File: src/rtl/jtag_cmd_bridge.sv
// Turns JTAG update-stage commands into one request/acknowledge bus transaction each.
// Toggle handshake both ways; a toggle arriving while busy is dropped and flagged as overrun.
module jtag_cmd_bridge #(
   parameter int ADDR_WIDTH = 8,
   parameter int DATA_WIDTH = 32,
   parameter int TIMEOUT    = 255
) (
   input  logic                               clock,
   input  logic                               reset,
   input  logic                               upd_toggle_async,
   input  logic [2+ADDR_WIDTH+DATA_WIDTH-1:0] cmd_word,
   output logic                               bus_req,
   output logic                               bus_we,
   output logic [ADDR_WIDTH-1:0]              bus_addr,
   output logic [DATA_WIDTH-1:0]              bus_wdata,
   input  logic                               bus_ack,
   input  logic [DATA_WIDTH-1:0]              bus_rdata,
   output logic [DATA_WIDTH-1:0]              resp_data,
   output logic                               resp_toggle,
   output logic [15:0]                        status
);
   localparam int CMD_W = 2 + ADDR_WIDTH + DATA_WIDTH;
   localparam int CW    = (TIMEOUT < 1) ? 1 : $clog2(TIMEOUT + 1);
   localparam logic [CW-1:0] WAIT_MAX = CW'(TIMEOUT);

   localparam logic [1:0] OP_NOP    = 2'b00;
   localparam logic [1:0] OP_WRITE  = 2'b01;
   localparam logic [1:0] OP_READ   = 2'b10;
   localparam logic [1:0] OP_STATUS = 2'b11;

   typedef enum logic [1:0] {IDLE = 2'd0, DECODE = 2'd1, BUS = 2'd2, RESP = 2'd3} state_t;

   state_t                state;
   state_t                state_nxt;
   logic                  s1, s2, s3;
   logic                  upd_edge;
   logic [CMD_W-1:0]      cmd_reg;
   logic [1:0]            op;
   logic [DATA_WIDTH-1:0] wdata;
   logic [CW-1:0]         wait_cnt;
   logic                  wait_done;
   logic [DATA_WIDTH-1:0] resp_hold;
   logic [7:0]            cmd_count;
   logic                  overrun;
   logic                  timeout_err;
   logic                  busy;
   logic                  status_cmd_done;

   assign upd_edge        = s2 ^ s3;
   assign op              = cmd_reg[CMD_W-1 -: 2];
   assign wdata           = cmd_reg[DATA_WIDTH-1:0];
   assign bus_addr        = cmd_reg[DATA_WIDTH +: ADDR_WIDTH];
   assign bus_wdata       = wdata;
   assign wait_done       = (wait_cnt == WAIT_MAX);
   assign status          = {cmd_count, 5'b0, busy, overrun, timeout_err};
   assign status_cmd_done = (state == RESP) && (op == OP_STATUS);

   always_ff @(posedge clock) begin
      if (reset) state <= IDLE;
      else       state <= state_nxt;
   end

   always_comb begin
      state_nxt = state;
      case (state)
         IDLE:   if (upd_edge) state_nxt = DECODE;
         DECODE: begin
            case (op)
               OP_NOP:   state_nxt = IDLE;
               OP_WRITE,
               OP_READ:  state_nxt = BUS;
               default:  state_nxt = RESP;
            endcase
         end
         // Ack takes priority over an expiring wait counter.
         BUS:    if (bus_ack || wait_done) state_nxt = RESP;
         default: state_nxt = IDLE;
      endcase
   end

   always_comb begin
      bus_req = (state == BUS);
      bus_we  = (state == BUS) && (op == OP_WRITE);
      busy    = (state != IDLE);
   end

   always_ff @(posedge clock) begin
      if (reset) begin
         s1          <= 1'b0;
         s2          <= 1'b0;
         s3          <= 1'b0;
         cmd_reg     <= '0;
         wait_cnt    <= '0;
         resp_hold   <= '0;
         resp_data   <= '0;
         resp_toggle <= 1'b0;
         cmd_count   <= '0;
         overrun     <= 1'b0;
         timeout_err <= 1'b0;
      end else begin
         s1 <= upd_toggle_async;
         s2 <= s1;
         s3 <= s2;

         if (state == IDLE && upd_edge) cmd_reg <= cmd_word;

         if (state == BUS && !bus_ack) wait_cnt <= wait_cnt + CW'(1);
         else                          wait_cnt <= '0;

         case (state)
            DECODE: if (op == OP_STATUS) resp_hold <= DATA_WIDTH'({16'h0, status});
            BUS: begin
               if (bus_ack)        resp_hold <= (op == OP_READ) ? bus_rdata : wdata;
               else if (wait_done) resp_hold <= '1;
            end
            default: ;
         endcase

         if (state == BUS && !bus_ack && wait_done) timeout_err <= 1'b1;
         else if (status_cmd_done)                  timeout_err <= 1'b0;

         // A fresh overrun in the reporting cycle survives the clear.
         if (upd_edge && busy)     overrun <= 1'b1;
         else if (status_cmd_done) overrun <= 1'b0;

         if (state == RESP) begin
            resp_data   <= resp_hold;
            resp_toggle <= ~resp_toggle;
            cmd_count   <= cmd_count + 8'd1;
         end
      end
   end
endmodule

File: config.mk
export PLATFORM = sky130hd
export DESIGN_NAME = jtag_cmd_bridge
export DESIGN_NICKNAME = d
export VERILOG_FILES = /design/src/rtl/jtag_cmd_bridge.sv
export SDC_FILE = /design/constraint.sdc
export NUM_CORES = 1
export LEC_CHECK = 0
export ABC_CLOCK_PERIOD_IN_PS = 4700
export CAP_MARGIN = 20
export CORE_MARGIN = 10
export CORE_UTILIZATION = 30
export CTS_CLUSTER_DIAMETER = 120
export DETAILED_ROUTE_END_ITERATION = 6
export PLACE_DENSITY = 0.58
export SETUP_SLACK_MARGIN = 0.02
export SLEW_MARGIN = 30
export SYNTH_ARGS = -nofsm -noshare
export SYNTH_HDL_FRONTEND = slang
export SYNTH_SLANG_ARGS = --single-unit
File: constraint.sdc
create_clock -name clock -period 4.7 [get_ports clock]
set_input_delay 0.94 -clock clock [delete_from_list [all_inputs] [get_ports clock]]
set_output_delay 0.94 -clock clock [all_outputs]
set_load 0.005 [all_outputs]
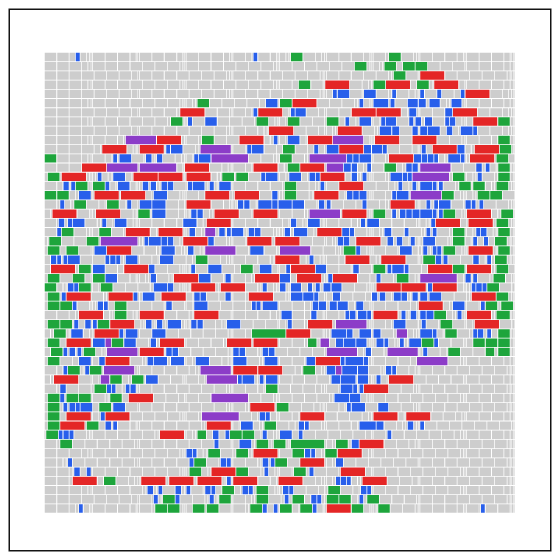
run_1/placement_by_type.png
Fill, decap, tap and diode cells in gray.
other buffers and delay cells -> green  # cells 168
combinational and other logic -> blue  # cells 447
clock drivers and dummy loads -> purple  # cells 32
flops -> red  # cells 130
core area: 0.01889 sq mm
fin area: 0.008033 sq mm

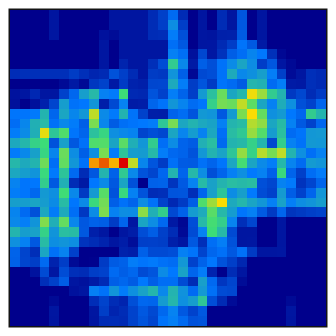
run_1/metal_density.png
32 x 32 tiles, from dark blue (low) to red (high), scaled to the fullest tile. Values are wire area over tile area, all layers added.
mean over tiles = 0.11
tiles over half the peak = 4.7%
fullest tile = 0.61
emptiest ninth of the die = lower right
final WL: 17.96 mm
Vias: 4,835
all-layer global routing usage: 0.1366

==> results_slide.txt, run 1 <==
Synthesis and Place & Route Summary

Power and ir drop
  • Sequential share of power: 0.370
  • Clock power frac: 0.519
  • LEAKAGE: 2.611 nW
  • Peak supply drop: 0.2322 mV
  • Net Sw Power: 725.1 uW
  • Total Power: 3.128 mW
  • Pwr top: clock
  • Combinational share of power: 0.111
  • Power Combinational: 348 uW
  • PD cells: 389.5 mW/mm^2

Yosys
  • Area share, top type: 0.4464
  • Dominant register cell: dfxtp_1
  • Async SR Flop Fraction: 0
  • Ys Warns: 0
  • Mapped Area: 0.005831 sq mm
  • XORs/XNORs by Area: 0.01803
  • Adders+Majority by Area: 0.01502
  • Area fraction in mux cells: 0.09442
  • Cell with the most instances after synthesis: dfxtp_1
  • Mapped Cells: 674
  • Yosys cell types: 39
  • Number of synthesized register bits: 130
  • Simple share: 0.1498
  • Synth Area in Compound Gates: 0.1704
  • Synth area leader: dfxtp_1
  • Largest logic family: AND-OR/OR-AND gates

Finish
  • Mi-comb count: 442
  • Seq cells: 130
  • Most numerous logic cells after layout: clkdlybuf4s50_1 (162), dfxtp_1 (130), nand2_1 (111)
  • Flop share of the area: 0.3240
  • Max FFs per register: 42
  • FF+latch area: 0.002603 sq mm
  • Non-CTS inverters: 5
  • Final core utilization: 0.4252
  • Commonest non-fill, non-tap cell in the layout: clkdlybuf4s50_1
  • Nonclk buf count: 168
  • Clock-cell share: 0.08988
  • Comb area share: 0.3301

Place
  • Post-DP HPWL: 12.27 mm
  • DP Area: 0.007276 sq mm
  • Placed insts: 1,004
  • Worst slack at placement: 1307 ps
  • GPL Wtd Cong: 0.7365

Worst setup path
  • Cell Chain, Critical Path: inv_1 -> ha_1 -> inv_1 -> nor3b_1 -> clkdlybuf4s50_1
  • Crit-path max cell delay: 580 ps
  • Req. time, crit path: 3760 ps
  • R2R cell count: 6
  • Critical Path Slowest Stage Cell: clkdlybuf4s50_1
  • Critical Path Sink: bus_we
  • Critical path endpoint category: output port
  • Worst Path Max Fanout: 23
  • Startpoint type of the worst setup path: register
  • R2R Setup Slk: 2030 ps
  • Crit path depth: 5
  • Delay-heaviest family, CP: buffers and inverters
  • Critical Path AT: 2910 ps
  • Reg2reg end: resp_hold[20]
  • Buffers and inverters on the worst path: 3

Clock tree
  • Clock Latency Late Sink: 410 ps
  • CTS root buf: clkbuf_16
  • CTS buffer count: 17
  • H-tree levels: 4
  • Hold-fix buffers, CTS: 0
  • CTS tree: built
  • TritonCTS Sinks: 130
  • Max Buffers Root-to-Sink: 2
  • Post-CTS setup buffers: 0

Run
  • Tool Warnings: 33
  • Max_cap viols: 0

Route
  • Average wire per standard cell: 17.31 microns
  • M1 WL: 8.281 mm
  • Met2 wire length: 8.170 mm
  • 1st-iter DRT viols: 229

Timing
  • Worst slew pin tran: 928.0 ps
  • Crit path time final: 3849 ps
  • Final slew viol count: 0
  • Setup_tns: 0 ps
  • Crit share post-route: 0.8190
  • Max Clk Rate: 0.2598 GHz
  • Rel. slew slack: 0.3813
  • # setup viols final: 0
  • Final worst-path setup slack: 850.8 ps

Global route
  • Global Route met1 Usage: 0.1726
  • Met3 global-route usage: 0.05784
  • Vias in the first global route: 4,760
  • Met2 GRT Util: 0.2119
  • First-pass GRT wire length: 27.90 mm
  • Antenna violations before repair: 1
  • Grt ovf: 0

Worst hold path
  • Worst hold path class: register to register
  • Hold Crit Depth: 1
  • Hold wc startpoint: s1
  • Hold Crit Endpoint: s2

Floorplan
  • FP Core Util: 0.3086
  • Die Y-Extent: 159.4 microns
  • Die Size: 0.02541 sq mm
  • Num ports: 169

Outcome
  • Status: completed
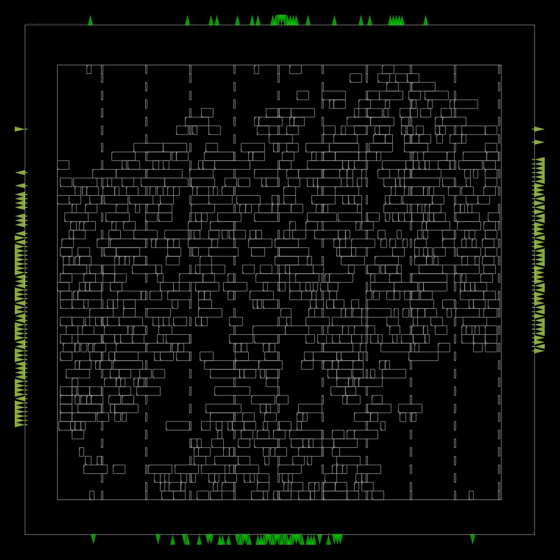
run_1/placement.png
Non-Filler Instances: 1,038
tap cells: 260

==> run 2, diff against run 1 <==
--- a/config.mk
+++ b/config.mk
@@ -5,7 +5,7 @@
 export SDC_FILE = /design/constraint.sdc
 export NUM_CORES = 1
 export LEC_CHECK = 0
-export ABC_CLOCK_PERIOD_IN_PS = 4700
+export ABC_CLOCK_PERIOD_IN_PS = 3750
 export CAP_MARGIN = 20
 export CORE_MARGIN = 10
 export CORE_UTILIZATION = 30
==> constraint.sdc (replaced) <==
create_clock -name clock -period 3.75 [get_ports clock]
set_input_delay 0.75 -clock clock [delete_from_list [all_inputs] [get_ports clock]]
set_output_delay 0.75 -clock clock [all_outputs]
set_load 0.005 [all_outputs]
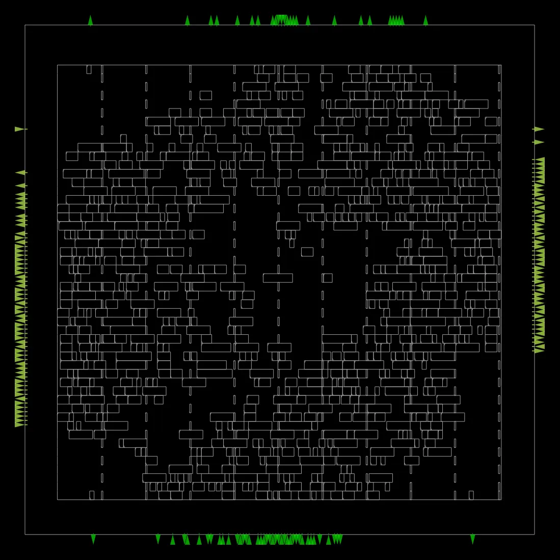
run_2/placement.png
final core utilization: 0.4242
# fillers: 1,919

==> results_slide.txt, run 2 <==
Synthesis and Place & Route Summary

Yosys
  • Simple share: 0.1498
  • Adders+Majority by Area: 0.01502
  • Synth Area in Compound Gates: 0.1704
  • Yosys cell types: 39
  • Area fraction in mux cells: 0.09442
  • Synth area leader: dfxtp_1
  • Ys Warns: 0
  • XORs/XNORs by Area: 0.01803
  • Area share, top type: 0.4464

Finish
  • FF+latch area: 0.002603 sq mm
  • Non-Filler Instances: 1,043
  • Max FFs per register: 42
  • Seq cells: 130
  • Non-CTS inverters: 5
  • Most numerous logic cells after layout: clkdlybuf4s50_1 (162), dfxtp_1 (130), nand2_1 (111)
  • Fin area: 0.008015 sq mm
  • Flop share of the area: 0.3247

Worst setup path
  • R2R Setup Slk: 1560 ps
  • Critical Path Sink: status[2]
  • Critical Path Slowest Stage Cell: clkdlybuf4s50_1
  • Req. time, crit path: 3000 ps
  • Critical Path AT: 1940 ps
  • R2R cell count: 7
  • Crit path depth: 4
  • Critical path endpoint category: output port
  • Buffers and inverters on the worst path: 3

Timing
  • Rel. slew slack: 0.4008
  • Max Clk Rate: 0.3720 GHz
  • Final worst-path setup slack: 1062 ps
  • Crit share post-route: 0.7168
  • Final slew viol count: 0
  • # setup viols final: 0
  • Crit path time final: 2688 ps

Power and ir drop
  • Peak supply drop: 0.3214 mV
  • Combinational share of power: 0.116
  • Power Combinational: 439 uW
  • Net Sw Power: 912.3 uW
  • Sequential share of power: 0.383
  • PD cells: 472.6 mW/mm^2

Global route
  • Met2 GRT Util: 0.2193
  • Grt ovf: 0
  • Vias in the first global route: 4,897
  • Met3 global-route usage: 0.06610
  • First-pass GRT wire length: 28.56 mm
  • Antenna violations before repair: 1
  • Global Route met1 Usage: 0.1698

Place
  • Post-DP HPWL: 12.35 mm
  • GPL Wtd Cong: 0.7448
  • Worst slack at placement: 1024 ps

Worst hold path
  • Hold Crit Depth: 1
  • Worst hold path class: register to register

Route
  • 1st-iter DRT viols: 210
  • Final WL: 18.14 mm
  • Met2 wire length: 8.222 mm

Outcome
  • Status: completed

Clock tree
  • Clock Latency Late Sink: 420 ps
  • CTS buffer count: 17
  • Post-CTS setup buffers: 0
  • TritonCTS Sinks: 130
  • Hold-fix buffers, CTS: 0
  • Max Buffers Root-to-Sink: 2
  • CTS root buf: clkbuf_16

Floorplan
  • Die Y-Extent: 159.4 microns
  • Num ports: 169
  • FP Core Util: 0.3086
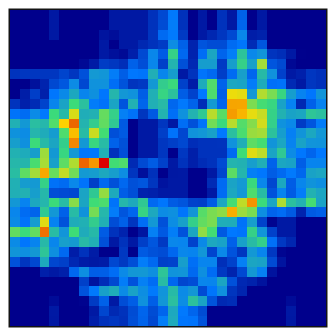
run_2/metal_density.png
32 x 32 tiles, from dark blue (low) to red (high), scaled to the fullest tile. Values are wire area over tile area, all layers added.
mean over tiles = 0.12
nearly empty tiles = 21%
densest ninth of the die = middle left
emptiest ninth of the die = lower right
fullest tile = 0.54
Vias: 4,901
average wire per standard cell: 17.39 microns
all-layer global routing usage: 0.1400

==> run 3, diff against run 2 <==
--- a/config.mk
+++ b/config.mk
@@ -5,7 +5,7 @@
 export SDC_FILE = /design/constraint.sdc
 export NUM_CORES = 1
 export LEC_CHECK = 0
-export ABC_CLOCK_PERIOD_IN_PS = 3750
+export ABC_CLOCK_PERIOD_IN_PS = 2600
 export CAP_MARGIN = 20
 export CORE_MARGIN = 10
 export CORE_UTILIZATION = 30
==> constraint.sdc (replaced) <==
create_clock -name clock -period 2.6 [get_ports clock]
set_input_delay 0.52 -clock clock [delete_from_list [all_inputs] [get_ports clock]]
set_output_delay 0.52 -clock clock [all_outputs]
set_load 0.005 [all_outputs]
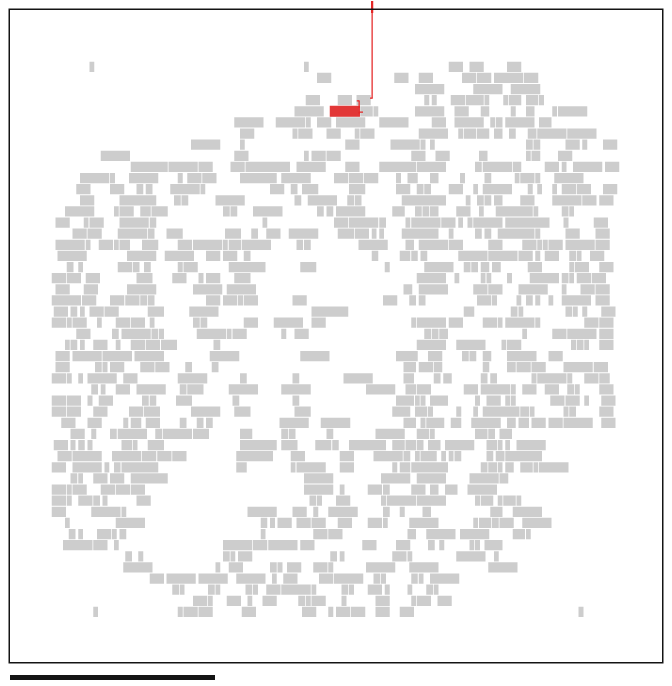
run_3/io_fan.png
Scale bar: 50 microns.
resp_toggle -> red  # bits 1, direction output, edge top, end cells 1, buffers 1, wire 25.2 microns
Port Buf Inserts: 163
num ports: 169

==> results_slide.txt, run 3 <==
Synthesis and Place & Route Summary

Outcome
  • Status: completed

Yosys
  • Simple share: 0.1498
  • Dominant register cell: dfxtp_1
  • Largest logic family: AND-OR/OR-AND gates
  • Async SR Flop Fraction: 0
  • Area fraction in mux cells: 0.09442
  • Mapped Area: 0.005831 sq mm
  • Synth area leader: dfxtp_1
  • XORs/XNORs by Area: 0.01803
  • Synth Area in Compound Gates: 0.1704

Power and ir drop
  • Sequential share of power: 0.401
  • PD cells: 653.1 mW/mm^2
  • Peak supply drop: 0.4447 mV
  • Net Sw Power: 1.355 mW
  • Power Combinational: 654 uW
  • LEAKAGE: 2.584 nW
  • Total Power: 5.221 mW
  • Pwr top: clock

Timing
  • Crit share post-route: 0.9392
  • Crit path time final: 2442 ps
  • Worst slew pin tran: 551.0 ps
  • # setup viols final: 0
  • Final worst-path setup slack: 158.0 ps

Worst setup path
  • Critical Path Slowest Stage Cell: clkdlybuf4s50_1
  • Req. time, crit path: 2080 ps
  • Crit path depth: 4
  • Critical path endpoint category: output port
  • Reg2reg end: resp_hold[2]
  • R2R cell count: 7
  • Critical Path Sink: status[2]
  • Cell Chain, Critical Path: inv_1 -> ha_1 -> inv_1 -> clkdlybuf4s50_1
  • Worst Path Max Fanout: 6

Global route
  • All-layer global routing usage: 0.1404
  • Vias in the first global route: 4,849
  • Met3 global-route usage: 0.06300
  • Global Route met1 Usage: 0.1773
  • Antenna violations before repair: 1

Finish
  • Non-Filler Instances: 1,044
  • Max FFs per register: 42
  • Most numerous logic cells after layout: clkdlybuf4s50_1 (162), dfxtp_1 (130), nand2_1 (111)
  • # fillers: 1,949
  • Flop share of the area: 0.3256
  • Clock-cell share: 0.07591
  • Fin area: 0.007994 sq mm
  • Seq cells: 130

Clock tree
  • CTS root buf: clkbuf_16
  • CTS buffer count: 17
  • TritonCTS Sinks: 130
  • Hold-fix buffers, CTS: 0
  • H-tree levels: 4

Place
  • Worst slack at placement: 429.9 ps
  • DP Area: 0.007387 sq mm
  • GPL Wtd Cong: 0.7532
  • Placed insts: 1,012

Run
  • Max_cap viols: 0

Route
  • M1 WL: 8.265 mm

Worst hold path
  • Hold Crit Depth: 1
  • Worst hold path class: register to register
  • Hold Crit Endpoint: s2

Floorplan
  • Core area: 0.01889 sq mm
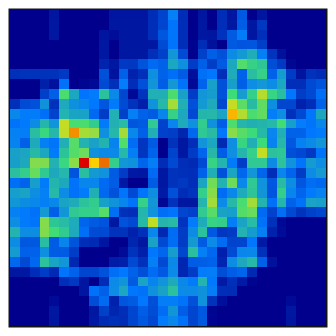
run_3/metal_density.png
32 x 32 tiles, from dark blue (low) to red (high), scaled to the fullest tile. Values are wire area over tile area, all layers added.
emptiest ninth of the die = lower right
mean over tiles = 0.11
nearly empty tiles = 23%
densest ninth of the die = middle left
tiles over half the peak = 5.0%
average wire per standard cell: 17.26 microns
final WL: 18.02 mm
Vias: 4,868

No activity file was given, so power comes from the tool's default toggle rates.
